## src/rtl/counter_ctrl_pkg.sv

```systemverilog
// -----------------------------------------------------------------------------
// counter_ctrl_pkg
// Definitions shared by the counter sequencing controller and its RCO event
// counter:
//   - default data and repeat widths
//   - FSM state type and state constants (IDLE/LOAD/RUN/DONE)
//   - terminal counts for the up and down directions
//   - watchdog limit
//   - helper functions, so that modules built with non-default widths get the
//     matching terminal and watchdog values
// -----------------------------------------------------------------------------
package counter_ctrl_pkg;

  localparam int unsigned DEF_WIDTH = 4;
  localparam int unsigned DEF_REP_W = 8;

  // The state encoding is kept as plain constants so that existing consumers
  // comparing against raw 2-bit values continue to work.
  typedef logic [1:0] state_t;

  localparam state_t ST_IDLE = 2'd0;
  localparam state_t ST_LOAD = 2'd1;
  localparam state_t ST_RUN  = 2'd2;
  localparam state_t ST_DONE = 2'd3;

  // Terminal values of the default-width counter: RCO fires on them.
  localparam int unsigned TERM_UP  = (1 << DEF_WIDTH) - 1;
  localparam int unsigned TERM_DN  = 0;

  // A healthy counter produces an RCO within 2^WIDTH cycles. One extra cycle
  // of slack keeps the watchdog from firing on the longest legal gap.
  localparam int unsigned WDOG_MAX = (1 << DEF_WIDTH) + 1;

  function automatic int unsigned term_value(input int unsigned width,
                                             input logic        up);
    return up ? ((1 << width) - 1) : 0;
  endfunction

  function automatic int unsigned wdog_limit(input int unsigned width);
    return (1 << width) + 1;
  endfunction

endpackage : counter_ctrl_pkg

```

## src/rtl/counter_ctrl_rco_event_counter.sv

```systemverilog
// -----------------------------------------------------------------------------
// rco_event_counter
// Tracks the progress of one counter run, as seen through the RCO line.
//
// Ports
//   clk        in   system clock, rising edge
//   rst        in   asynchronous reset, active low
//   start      in   command accepted: latch reps and clear evt_cnt
//   reps       in   required events minus one
//   arm        in   LOAD cycle: clear the watchdog
//   run_en     in   RUN cycle, not aborted: sample rco_in
//   rco_in     in   RCO from the counter
//   evt_cnt    out  saturating count of RCO events in this run
//   last_event out  the RCO sampled this cycle completes the run
//   timeout    out  the watchdog expires this cycle
//
// last_event and timeout are combinational look-aheads. The FSM registers
// them into done and err at the same edge that the counters here update.
// -----------------------------------------------------------------------------
module rco_event_counter
  import counter_ctrl_pkg::*;
#(
  parameter int unsigned WIDTH = DEF_WIDTH,
  parameter int unsigned REP_W = DEF_REP_W
) (
  input  logic             clk,
  input  logic             rst,
  input  logic             start,
  input  logic [REP_W-1:0] reps,
  input  logic             arm,
  input  logic             run_en,
  input  logic             rco_in,
  output logic [REP_W-1:0] evt_cnt,
  output logic             last_event,
  output logic             timeout
);

  // The watchdog has to be able to hold 2^WIDTH+1.
  localparam int unsigned      WDOG_W    = WIDTH + 1;
  localparam logic [WDOG_W-1:0] WDOG_LAST = WDOG_W'(wdog_limit(WIDTH) - 1);
  localparam logic [REP_W-1:0]  EVT_SAT   = '1;

  logic [REP_W-1:0]  rep_left;
  logic [WDOG_W-1:0] wdog;

  // rep_left reaching zero means the event seen now is the last one required.
  assign last_event = run_en &  rco_in & (rep_left == '0);
  // The quiet cycle that would take wdog to the limit raises err directly,
  // so err appears on the same edge that the limit is reached.
  assign timeout    = run_en & ~rco_in & (wdog == WDOG_LAST);

  // NOTE: state is updated with non-blocking assignments only. Every register
  //       then sees pre-edge values, whatever order the statements are in.
  always_ff @(posedge clk or negedge rst) begin
    if (!rst) begin
      evt_cnt  <= '0;
      rep_left <= '0;
      wdog     <= '0;
    end else begin
      if (start) begin
        rep_left <= reps;
        evt_cnt  <= '0;
      end

      if (arm) begin
        wdog <= '0;
      end

      if (run_en) begin
        if (rco_in) begin
          wdog <= '0;
          if (evt_cnt != EVT_SAT) begin
            evt_cnt <= evt_cnt + 1'b1;
          end
          if (rep_left != '0) begin
            rep_left <= rep_left - 1'b1;
          end
        end else begin
          wdog <= wdog + 1'b1;
        end
      end
    end
  end

endmodule : rco_event_counter

```

## src/rtl/counter_ctrl.sv

```systemverilog
// -----------------------------------------------------------------------------
// counter_ctrl
// Sequencing controller for one 4-bit loadable up/down counter. It does three
// things:
//   - accepts a command (start value, direction, repeat count) over a
//     valid/ready handshake;
//   - loads the counter, then counts the RCO events that follow;
//   - reports completion with done, or a stalled counter with err.
//
// Ports
//   clk        in   system clock, rising edge
//   rst        in   asynchronous reset, active low
//   cmd_valid  in   command offered
//   cmd_ready  out  controller can accept a command (IDLE only)
//   cmd_data   in   counter start value
//   cmd_mode   in   1 = count up (terminal 2^WIDTH-1), 0 = down (terminal 0)
//   cmd_reps   in   required RCO events minus one
//   abort      in   synchronous cancel, highest priority
//   rco_in     in   RCO from the counter
//   load       out  counter load strobe
//   data       out  counter load value
//   mode       out  counter direction
//   busy       out  run in progress (LOAD or RUN)
//   done       out  one-cycle completion pulse
//   err        out  one-cycle watchdog-timeout pulse
//   evt_cnt    out  RCO events seen in the current or last run (saturating)
//
// All outputs are registered.
// -----------------------------------------------------------------------------
module counter_ctrl
  import counter_ctrl_pkg::*;
#(
  parameter int unsigned WIDTH = DEF_WIDTH,
  parameter int unsigned REP_W = DEF_REP_W
) (
  input  logic             clk,
  input  logic             rst,
  input  logic             cmd_valid,
  output logic             cmd_ready,
  input  logic [WIDTH-1:0] cmd_data,
  input  logic             cmd_mode,
  input  logic [REP_W-1:0] cmd_reps,
  input  logic             abort,
  input  logic             rco_in,
  output logic             load,
  output logic [WIDTH-1:0] data,
  output logic             mode,
  output logic             busy,
  output logic             done,
  output logic             err,
  output logic [REP_W-1:0] evt_cnt
);

  state_t state;

  logic accept;
  logic in_load;
  logic run_en;
  logic last_event;
  logic timeout;

  // cmd_ready is high only in IDLE, so a handshake implies IDLE.
  // A coincident abort cancels the handshake.
  assign accept  = cmd_valid & cmd_ready & ~abort;
  // During LOAD, rco_in still reflects the count from before the load.
  // It is therefore not sampled until RUN.
  assign in_load = (state == ST_LOAD);
  assign run_en  = (state == ST_RUN) & ~abort;

  rco_event_counter #(
    .WIDTH (WIDTH),
    .REP_W (REP_W)
  ) u_evt (
    .clk        (clk),
    .rst        (rst),
    .start      (accept),
    .reps       (cmd_reps),
    .arm        (in_load),
    .run_en     (run_en),
    .rco_in     (rco_in),
    .evt_cnt    (evt_cnt),
    .last_event (last_event),
    .timeout    (timeout)
  );

  always_ff @(posedge clk or negedge rst) begin
    if (!rst) begin
      state     <= ST_IDLE;
      cmd_ready <= 1'b1;
      load      <= 1'b0;
      data      <= '0;
      mode      <= 1'b0;
      busy      <= 1'b0;
      done      <= 1'b0;
      err       <= 1'b0;
    end else begin
      // NOTE: the pulse outputs get their idle value first. Each branch below
      //       then only names the pulse it raises, and no pulse can stick
      //       high on a path that forgets to clear it.
      load <= 1'b0;
      done <= 1'b0;
      err  <= 1'b0;

      if (abort) begin
        state     <= ST_IDLE;
        cmd_ready <= 1'b1;
        busy      <= 1'b0;
      end else begin
        case (state)
          ST_IDLE: begin
            if (accept) begin
              data      <= cmd_data;
              mode      <= cmd_mode;
              load      <= 1'b1;
              busy      <= 1'b1;
              cmd_ready <= 1'b0;
              state     <= ST_LOAD;
            end
          end

          ST_LOAD: begin
            state <= ST_RUN;
          end

          ST_RUN: begin
            if (last_event) begin
              done  <= 1'b1;
              busy  <= 1'b0;
              state <= ST_DONE;
            end else if (timeout) begin
              err       <= 1'b1;
              busy      <= 1'b0;
              cmd_ready <= 1'b1;
              state     <= ST_IDLE;
            end
          end

          ST_DONE: begin
            // The handshake reopens one cycle after done. A command offered
            // during DONE is therefore accepted in the following IDLE cycle.
            cmd_ready <= 1'b1;
            state     <= ST_IDLE;
          end

          default: begin
            cmd_ready <= 1'b1;
            busy      <= 1'b0;
            state     <= ST_IDLE;
          end
        endcase
      end
    end
  end

endmodule : counter_ctrl
```

## config.mk

```make
export PLATFORM = sky130hd
export DESIGN_NAME = counter_ctrl
export DESIGN_NICKNAME = d
export VERILOG_FILES = /design/src/rtl/counter_ctrl_pkg.sv /design/src/rtl/counter_ctrl_rco_event_counter.sv /design/src/rtl/counter_ctrl.sv
export SDC_FILE = /design/constraint.sdc
export NUM_CORES = 1
export LEC_CHECK = 0
export ABC_CLOCK_PERIOD_IN_PS = 4200
export CAP_MARGIN = 20
export CORE_AREA = 2 2 61 63
export DETAILED_ROUTE_END_ITERATION = 10
export DIE_AREA = 0 0 63 65
export PLACE_DENSITY = 0.91
export REMOVE_ABC_BUFFERS = 1
export SLEW_MARGIN = 0
export SYNTH_ARGS = -nofsm -noshare
export SYNTH_HDL_FRONTEND = slang
export SYNTH_SLANG_ARGS = --single-unit
```

## constraint.sdc

```tcl
create_clock -name clk -period 4.2 [get_ports clk]
set_input_delay 0.84 -clock clk [delete_from_list [all_inputs] [get_ports clk]]
set_output_delay 0.84 -clock clk [all_outputs]
set_load 0.005 [all_outputs]
```

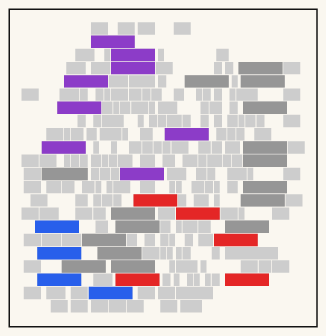
Figure 1: run 1, sequential cells grouped by signal name.
- purple: u_evt.rep_left (placed flops 8)
- red: u_evt.wdog (placed flops 5)
- blue: data (placed flops 4; where lower left)

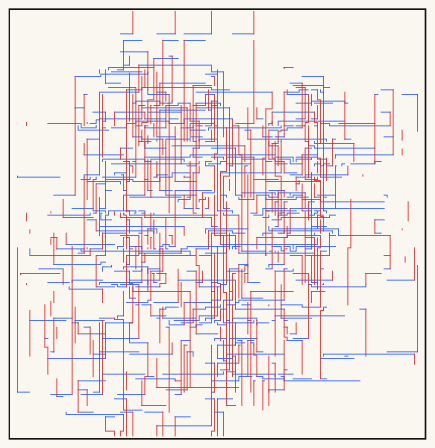
Figure 2: run 1, routed metal, one color a layer.
Two of the layers only.
- red: metal 2 (wire length 1740 um)
- blue: metal 1 (wire length 1630 um)
vias: 1553
GRT Total Usage: 0.198
Routed wire per std cell: 13.6 um

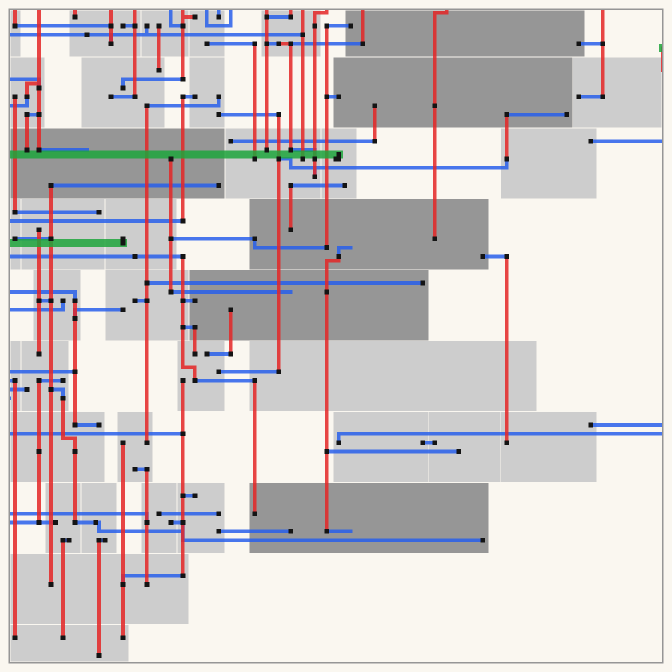
Figure 3: run 1, layout detail.
Region (35, 4) to (60, 29) um. Cells in gray, sequential cells in the stronger gray; small squares are vias.
- red: metal 2
- green: metal 3
- blue: metal 1
- netlist names of flops here include: u_evt.wdog (3), u_evt.evt_cnt (2)
- cells with their middle in the window: 35
- most frequent: dfrtp_1 (6), nand2_1 (4), clkdlybuf4s50_1 (4)
- sequential cells in the window: 6

run 1: cell families (layout without fill, tap and decap cells):
kind of cell | count (synthesis) | in the layout
compound gates | 41 | 41
xor+xnor | 4 | 4
fa+ha+maj | 5 | 5
buf+inv | 15 | 51
flops | 33 | 33
mux | 10 | 10
simple gates | 74 | 74
run 1: cell type report:
type / count / area (um2) / share of cell area
multi-input combinational: 134 / 905 / 0.400
sequential: 33 / 827 / 0.366
timing repair buffer: 36 / 358 / 0.158
tap: 48 / 60.1 / 0.0266
clock inverter: 3 / 46.3 / 0.0205
clock buffer: 5 / 37.5 / 0.0166
inverter: 7 / 26.3 / 0.0116
run 1: critical path, cell delays in order:
cell and delay (ps):
clkdlybuf4s50_1 550, nand4bb_1 550, a21oi_2 510, mux2_1 360, o221a_1 220
run 1: cell usage after synthesis, types with 2 or more instances:
cell / n / area share
nand2_1: 20 / 0.042
nand3_1: 15 / 0.042
mux2_2: 5 / 0.031
o211ai_1: 2 / 0.0083
ha_1: 5 / 0.035
nand2b_1: 2 / 0.0070
nor2_1: 8 / 0.017
buf_2: 2 / 0.0056
o21bai_1: 3 / 0.013
mux2_1: 3 / 0.019
or3_1: 2 / 0.0070
dfrtp_1: 32 / 0.45
o21ai_1: 5 / 0.014
nor3_1: 6 / 0.017
xor2_1: 3 / 0.015
o21ai_0: 6 / 0.017
nand4_1: 3 / 0.010
mux2i_1: 2 / 0.011
inv_1: 7 / 0.015
clkbuf_1: 5 / 0.010
o211a_1: 2 / 0.011
a21oi_1: 8 / 0.022
a31oi_1: 3 / 0.010
and3_1: 5 / 0.017
o221a_1: 2 / 0.013
run 1: report_power, final:
part | internal (mW) | switching [mW]
registers | 0.359 | 0.0481
logic | 0.102 | 0.0725
clock network | 0.126 | 0.116
==> flow_summary_export.csv, run 1 <==
group,metric,value,unit
logic_synthesis,yosys.area_share.adder,0.0348,
logic_synthesis,ys_warn_count,0,
placed_design,place_congestion,0.835,
global_route,gr-max-usage-layer,"met2",
logic_synthesis,synth_area,0.00180,mm2
global_route,grt_pass1_wl,6310,um
final_layout,fin_util,0.646,
logic_synthesis,ys_sh_aoi,0.158,
global_route,grt_max_degree,34,
hold_path,min_from,"data[0]",
logic_synthesis,postSynthSeqShare,0.460,
pwr,pwr_density_cell,365,mW/mm2
final_timing,fin_hold_ws,522,ps
logic_synthesis,synthFlopType,"dfrtp_1",
logic_synthesis,ys.flops,33,
global_route,grt_pass1_vias,1473,
critical_path,r2r_start,"state[0]",
routing,drt_first_pass_iters,4,
hold_path,holdPathStages,1,
logic_synthesis,yosys-mux-area-fraction,0.0612,
global_route,grtUsageMet2,0.327,
routing,dr_wl_met2,1740,um
critical_path,crit_required,4440,ps
final_layout,fin_area,0.00226,mm2
final_timing,setup_tns,0,ps
logic_synthesis,syn_inst,182,
cts,clk_pin_slew,110,ps
die,fp_util,0.514,
final_layout,layout.nets,240,
die,chip_area,0.00410,mm2
cts,clock-sinks,33,
critical_path,worstSetupPathType,"primary input to flip-flop",
critical_path,crit_start,"abort",
cts,cts-buffers-inserted,5,
final_timing,finalClockSkew,6.21,ps
final_timing,drv_slew,0,
final_timing,period_minus_slack,2790,ps
final_timing,worst_slack,1410,ps
routing,wl_met1,1630,um
die,core,0.00350,mm2
flow_run,tool_warnings,27,
cts,clock_latency,340,ps
placed_design,post-place-cells,258,
routing,ant_nets,0,
final_layout,drive_gt1_frac,0.0963,
routing,drt_iter0_markers,93,
logic_synthesis,ys_types,51,
critical_path,crit_end,"u_evt.rep_left[3]",
cts,post_cts_resized,0,
critical_path,r2r-end,"u_evt.rep_left[3]",
pwr,power,0.824,mW
logic_synthesis,edf_count,0,
placed_design,placed_area,0.00218,mm2
final_timing,rsz0062_at_grt,"no",
hold_path,hp-class,"flip-flop to flip-flop",
routing,drt-total-wl,3610,um
critical_path,rrSetupSlack,2000,ps
final_timing,setup_viol,0,
logic_synthesis,xor_area_frac,0.0195,
pwr,irDropWorstVdd,0.210,mV
routing,topRoutingLayerUsed,"met4",
hold_path,min_to,"data[0]",
final_layout,finalNonFillerCells,266,
final_layout,largestRegisters,"u_evt.evt_cnt x8, u_evt.rep_left x8, u_evt.wdog x5",
final_layout,layout_top_cell,"clkdlybuf4s50_1",
final_layout,mostFrequentLayoutCells,"35 x clkdlybuf4s50_1, 32 x dfrtp_1, 20 x nand2_1",
final_layout,diodes,0,
logic_synthesis,logic_family,"simple AND/OR/NAND/NOR gates",
routing,drc_errors,0,
critical_path,crit_path_end_kind,"flip-flop",
logic_synthesis,async_reset_ff_frac,1.00,
flow_run,drv_cap,0,
cts,post-cts-setup-buffers,0,
routing,met3WireLength,194,um
placed_design,port_buffers,35,
cts,hold_buffers,0,
logic_synthesis,postSynthAreaPerCell,9.88,um2
placed_design,dp_hpwl,2630,um
critical_path,crit_path_max_fanout,12,
critical_path,cp.arrival,3030,ps
final_timing,fmax,358,MHz
cts,clockBufferDepth,2,
cts,cts_tree,"yes",
placed_design,dp_slack,1060,ps
cts,cts_max_level,2,
final_timing,worstMarginPinSlew,588,ps
die,io_pins,36,
die,fp.dieW,63,um
critical_path,reg2reg_depth,4,
global_route,grt_use_met3,0.0556,
die,die_y,65,um
final_timing,hold_viol,0,
final_timing,period_used_share,0.665,
final_layout,nFillCells,284,
logic_synthesis,yosys_cells,182,
run_status,status,"completed",
logic_synthesis,simple_gate_area_frac,0.230,
die,row_count,22,
final_timing,relSlewSlack,0.607,
cts,cts-root-buf,"clkbuf_4",
global_route,antenna_found_initial,0,
pwr,p_leak,0.954,nW
logic_synthesis,ys_area,0.00180,mm2
global_route,grt_overflow,0,
final_layout,area_growth,25.7,%
global_route,grt_use_met1,0.243,
routing,avgViaCountPerCell,5.84,
critical_path,start_kind,"primary input",
--- run 2 (diff from run 1) ---
--- a/config.mk
+++ b/config.mk
@@ -5,12 +5,12 @@
 export SDC_FILE = /design/constraint.sdc
 export NUM_CORES = 1
 export LEC_CHECK = 0
-export ABC_CLOCK_PERIOD_IN_PS = 4200
+export ABC_CLOCK_PERIOD_IN_PS = 2700
 export CAP_MARGIN = 20
-export CORE_AREA = 2 2 61 63
+export CORE_AREA = 2 2 63 65
 export DETAILED_ROUTE_END_ITERATION = 10
-export DIE_AREA = 0 0 63 65
-export PLACE_DENSITY = 0.91
+export DIE_AREA = 0 0 65 67
+export PLACE_DENSITY = 0.87
 export REMOVE_ABC_BUFFERS = 1
 export SLEW_MARGIN = 0
 export SYNTH_ARGS = -nofsm -noshare
==> constraint.sdc (replaced) <==
create_clock -name clk -period 2.7 [get_ports clk]
set_input_delay 0.54 -clock clk [delete_from_list [all_inputs] [get_ports clk]]
set_output_delay 0.54 -clock clk [all_outputs]
set_load 0.005 [all_outputs]
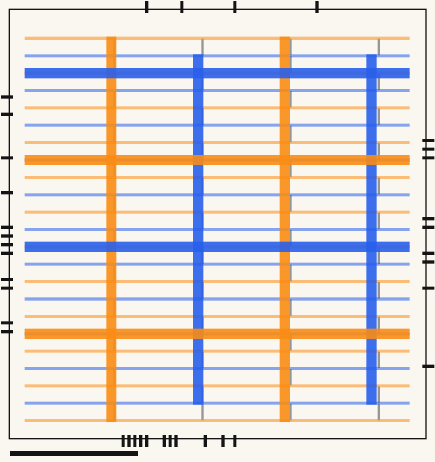
Figure 4: run 2, floorplan with the power grid.
The bar under the picture is 20 um long. Pins as bars on the die edge. Tap cells in gray.
- orange: VSS
- blue: VDD
- tap cells: 48
- met4 straps: 4
- signal pins: 36
- rows: 22
core area: 0.00361 mm2
Die Span X: 65 um

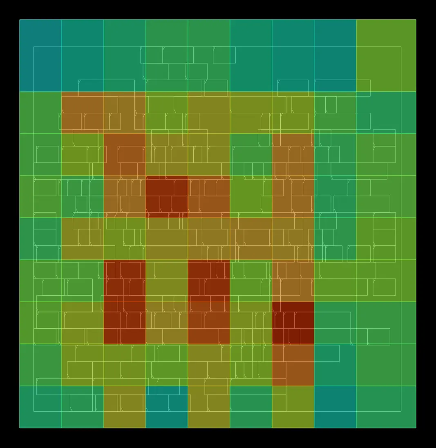
Figure 5: run 2, routing congestion.
Routed wire per std cell: 13.7 um
GRT met3 Usage: 0.0608

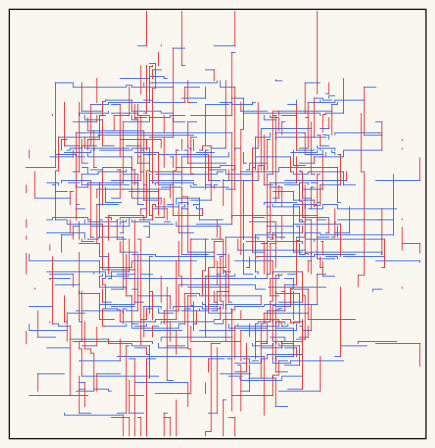
Figure 6: run 2, routed metal, one color a layer.
Two of the layers only.
- blue: metal 1 (wire length 1780 um)
- red: metal 2 (wire length 1700 um)
vias: 1530
GRT Total Usage: 0.193
Total Wirelength: 3700 um

==> run 2 against run 1 <==
- combinational power rose by 57%
- register-to-register slack worse by 1300 ps
- hold slack worse by 10 ps
- flip-flop count did not move
- clock-buffer cell count is the same
- sequential power is 56% higher
- non-clock buffer count rose by 4
- synthesized cell count unchanged
- via count fell by 1.5%
- first-iteration DRC count increased by 14%
- setup slack lost 870 ps
- largest power group unchanged
==> flow_summary_export.csv, run 2 <==
group,metric,value,unit
final_timing,setup_viol,0,
routing,drt_iter0_markers,106,
logic_synthesis,synth_area,0.00180,mm2
global_route,grt_pass1_wl,6450,um
flow_run,tool_warnings,27,
global_route,grt_overflow,0,
critical_path,reg2reg_depth,7,
pwr,p_seq,0.634,mW
cts,cts_tree,"yes",
final_layout,nFillCells,287,
placed_design,dp_hpwl,2580,um
pwr,p_int,0.898,mW
run_status,status,"completed",
logic_synthesis,synth.most_common_cell,"dfrtp_1",
critical_path,crit_required,2920,ps
final_layout,layout.nets,244,
logic_synthesis,top_area_cell,"dfrtp_1",
critical_path,cp.arrival,2380,ps
pwr,p_clk,0.365,mW
logic_synthesis,netlist.area_leader.share,0.445,
logic_synthesis,yosys_cells,182,
cts,post-cts-setup-buffers,0,
critical_path,crit_path_max_fanout,10,
die,chip_area,0.00436,mm2
critical_path,start_kind,"primary input",
logic_synthesis,ys_types,51,
logic_synthesis,top_cells_by_area,"dfrtp_1 45%, nand2_1 4.2%, nand3_1 4.2%",
flow_run,drv_cap,0,
pwr,p_comb_frac,0.215,
final_timing,drv_slew,0,
logic_synthesis,async_reset_ff_frac,1.00,
cts,cts-root-buf,"clkbuf_8",
cts,hold_buffers,0,
pwr,pwr_density_cell,555,mW/mm2
pwr,maxPowerGroup,"sequential cells",
pwr,p_leak,0.974,nW
placed_design,port_buffers,35,
final_layout,largestRegisters,"u_evt.evt_cnt x8, u_evt.rep_left x8, u_evt.wdog x5",
final_timing,worstMarginPinSlew,486,ps
logic_synthesis,syn_inst,182,
cts,cts_max_level,2,
logic_synthesis,edf_count,0,
die,io_pins,36,
die,row_count,22,
global_route,grt_pass1_vias,1444,
routing,drc_errors,0,
final_layout,layout_top_cell,"clkdlybuf4s50_1",
global_route,antenna_found_initial,0,
final_timing,setup_tns,0,ps
final_timing,rsz0062_at_grt,"no",
logic_synthesis,common_cells,"32 x dfrtp_1, 20 x nand2_1, 15 x nand3_1",
logic_synthesis,ys.flops,33,
logic_synthesis,ys_warn_count,0,
global_route,grt_max_degree,34,
cts,clock_latency,290,ps
pwr,clockPowerShare,0.287,
pwr,netSwitchingPower,0.375,mW
logic_synthesis,postSynthAreaPerCell,9.88,um2
cts,clock-sinks,33,
final_timing,period_used_share,0.800,
final_layout,diodes,0,
final_timing,relSlewSlack,0.674,
logic_synthesis,ys_area,0.00180,mm2
final_timing,fin_hold_ws,511,ps
final_timing,finalClockSkew,5.23,ps
critical_path,worstSetupPathType,"primary input to flip-flop",
cts,post_cts_resized,0,
cts,clk_pin_slew,70,ps
final_layout,logic_area,905,um2
pwr,pwr-share-seq,0.498,
pwr,combinationalPower,0.273,mW
final_timing,fmax,463,MHz
cts,clockBufferDepth,2,
hold_path,holdPathStages,1,
logic_synthesis,synthFlopType,"dfrtp_1",
final_layout,mostFrequentLayoutCells,"35 x clkdlybuf4s50_1, 32 x dfrtp_1, 20 x nand2_1",
die,fp_util,0.499,
final_layout,drive_gt1_frac,0.113,
routing,ant_nets,0,
critical_path,crit_path_end_kind,"flip-flop",
final_timing,hold_viol,0,
final_layout,area_growth,27.5,%
final_layout,seqCellArea,827,um2
pwr,irDropWorstVdd,0.432,mV
cts,cts-buffers-inserted,5,
routing,avgViaCountPerCell,5.67,
final_timing,period_minus_slack,2160,ps
placed_design,place_congestion,0.775,
hold_path,hp-class,"flip-flop to flip-flop",
pwr,netSwitchingFraction,0.294,
logic_synthesis,postSynthSeqShare,0.460,
routing,drt_first_pass_iters,4,
## run 2: path summary, 6_finish.rpt
kind                                   startpoint           endpoint  slack [ps]
worst min-delay path                      data[2]            data[2]         510
max in group asynchronous                     rst          cmd_ready        1710
worst max register to register  u_evt.rep_left[0]  u_evt.rep_left[6]         730
worst max-delay path                        abort          cmd_ready         540
worst min register to register            data[2]            data[2]         510
min in group asynchronous                     rst      u_evt.wdog[4]         660
## run 2: cell type report
type                       instances  area share
timing repair buffer              40       0.169
clock inverter                     3     0.00764
multi-input combinational        134       0.395
tap                               48      0.0262
sequential                        33       0.361
clock buffer                       5      0.0300
inverter                           7      0.0115
## run 2: cells by family after synthesis
family / count (synthesis) / synth area share
buffers and inverters: 15 / 0.0369
XOR/XNOR: 4 / 0.0195
flip-flops: 33 / 0.460
multiplexers: 10 / 0.0612
AND-OR/OR-AND: 41 / 0.158
AND/OR/NAND/NOR: 74 / 0.230
adder cells (fa/ha/maj): 5 / 0.0348
## run 2: through the flow
step / worst slack (ps) / total power, mW / cell area (um2) / instances / utilization
2_1_floorplan: 713 / 0.775 / 1760 / 174 / -
3_3_place_gp: 292 / 0.907 / 2210 / 262 / 0.612
3_5_place_dp: 257 / 0.917 / 2210 / 262 / 0.612
4_1_cts: 550 / 1.29 / 2290 / 270 / 0.636
5_1_grt: 448 / 1.35 / 2290 / 270 / 0.636
6_report: 539 / 1.27 / 2290 / 270 / 0.636
## run 2: metal layers
metal / vias to the layer above / track usage / share of wire
li1: 751 / - / -
met1: 737 / 0.248 / 0.48
met2: 35 / 0.308 / 0.46
met3: 7 / 0.0608 / 0.043
met4: 0 / 0.0665 / 0.015
met5: - / 0 / 0
## run 2: critical path, stage by stage
cell and delay (ps):
clkdlybuf4s50_1 550, or4b_1 720, nor4_4 340, nor3_1 80, o21bai_1 150
Power is estimated from default activity; no workload was simulated.
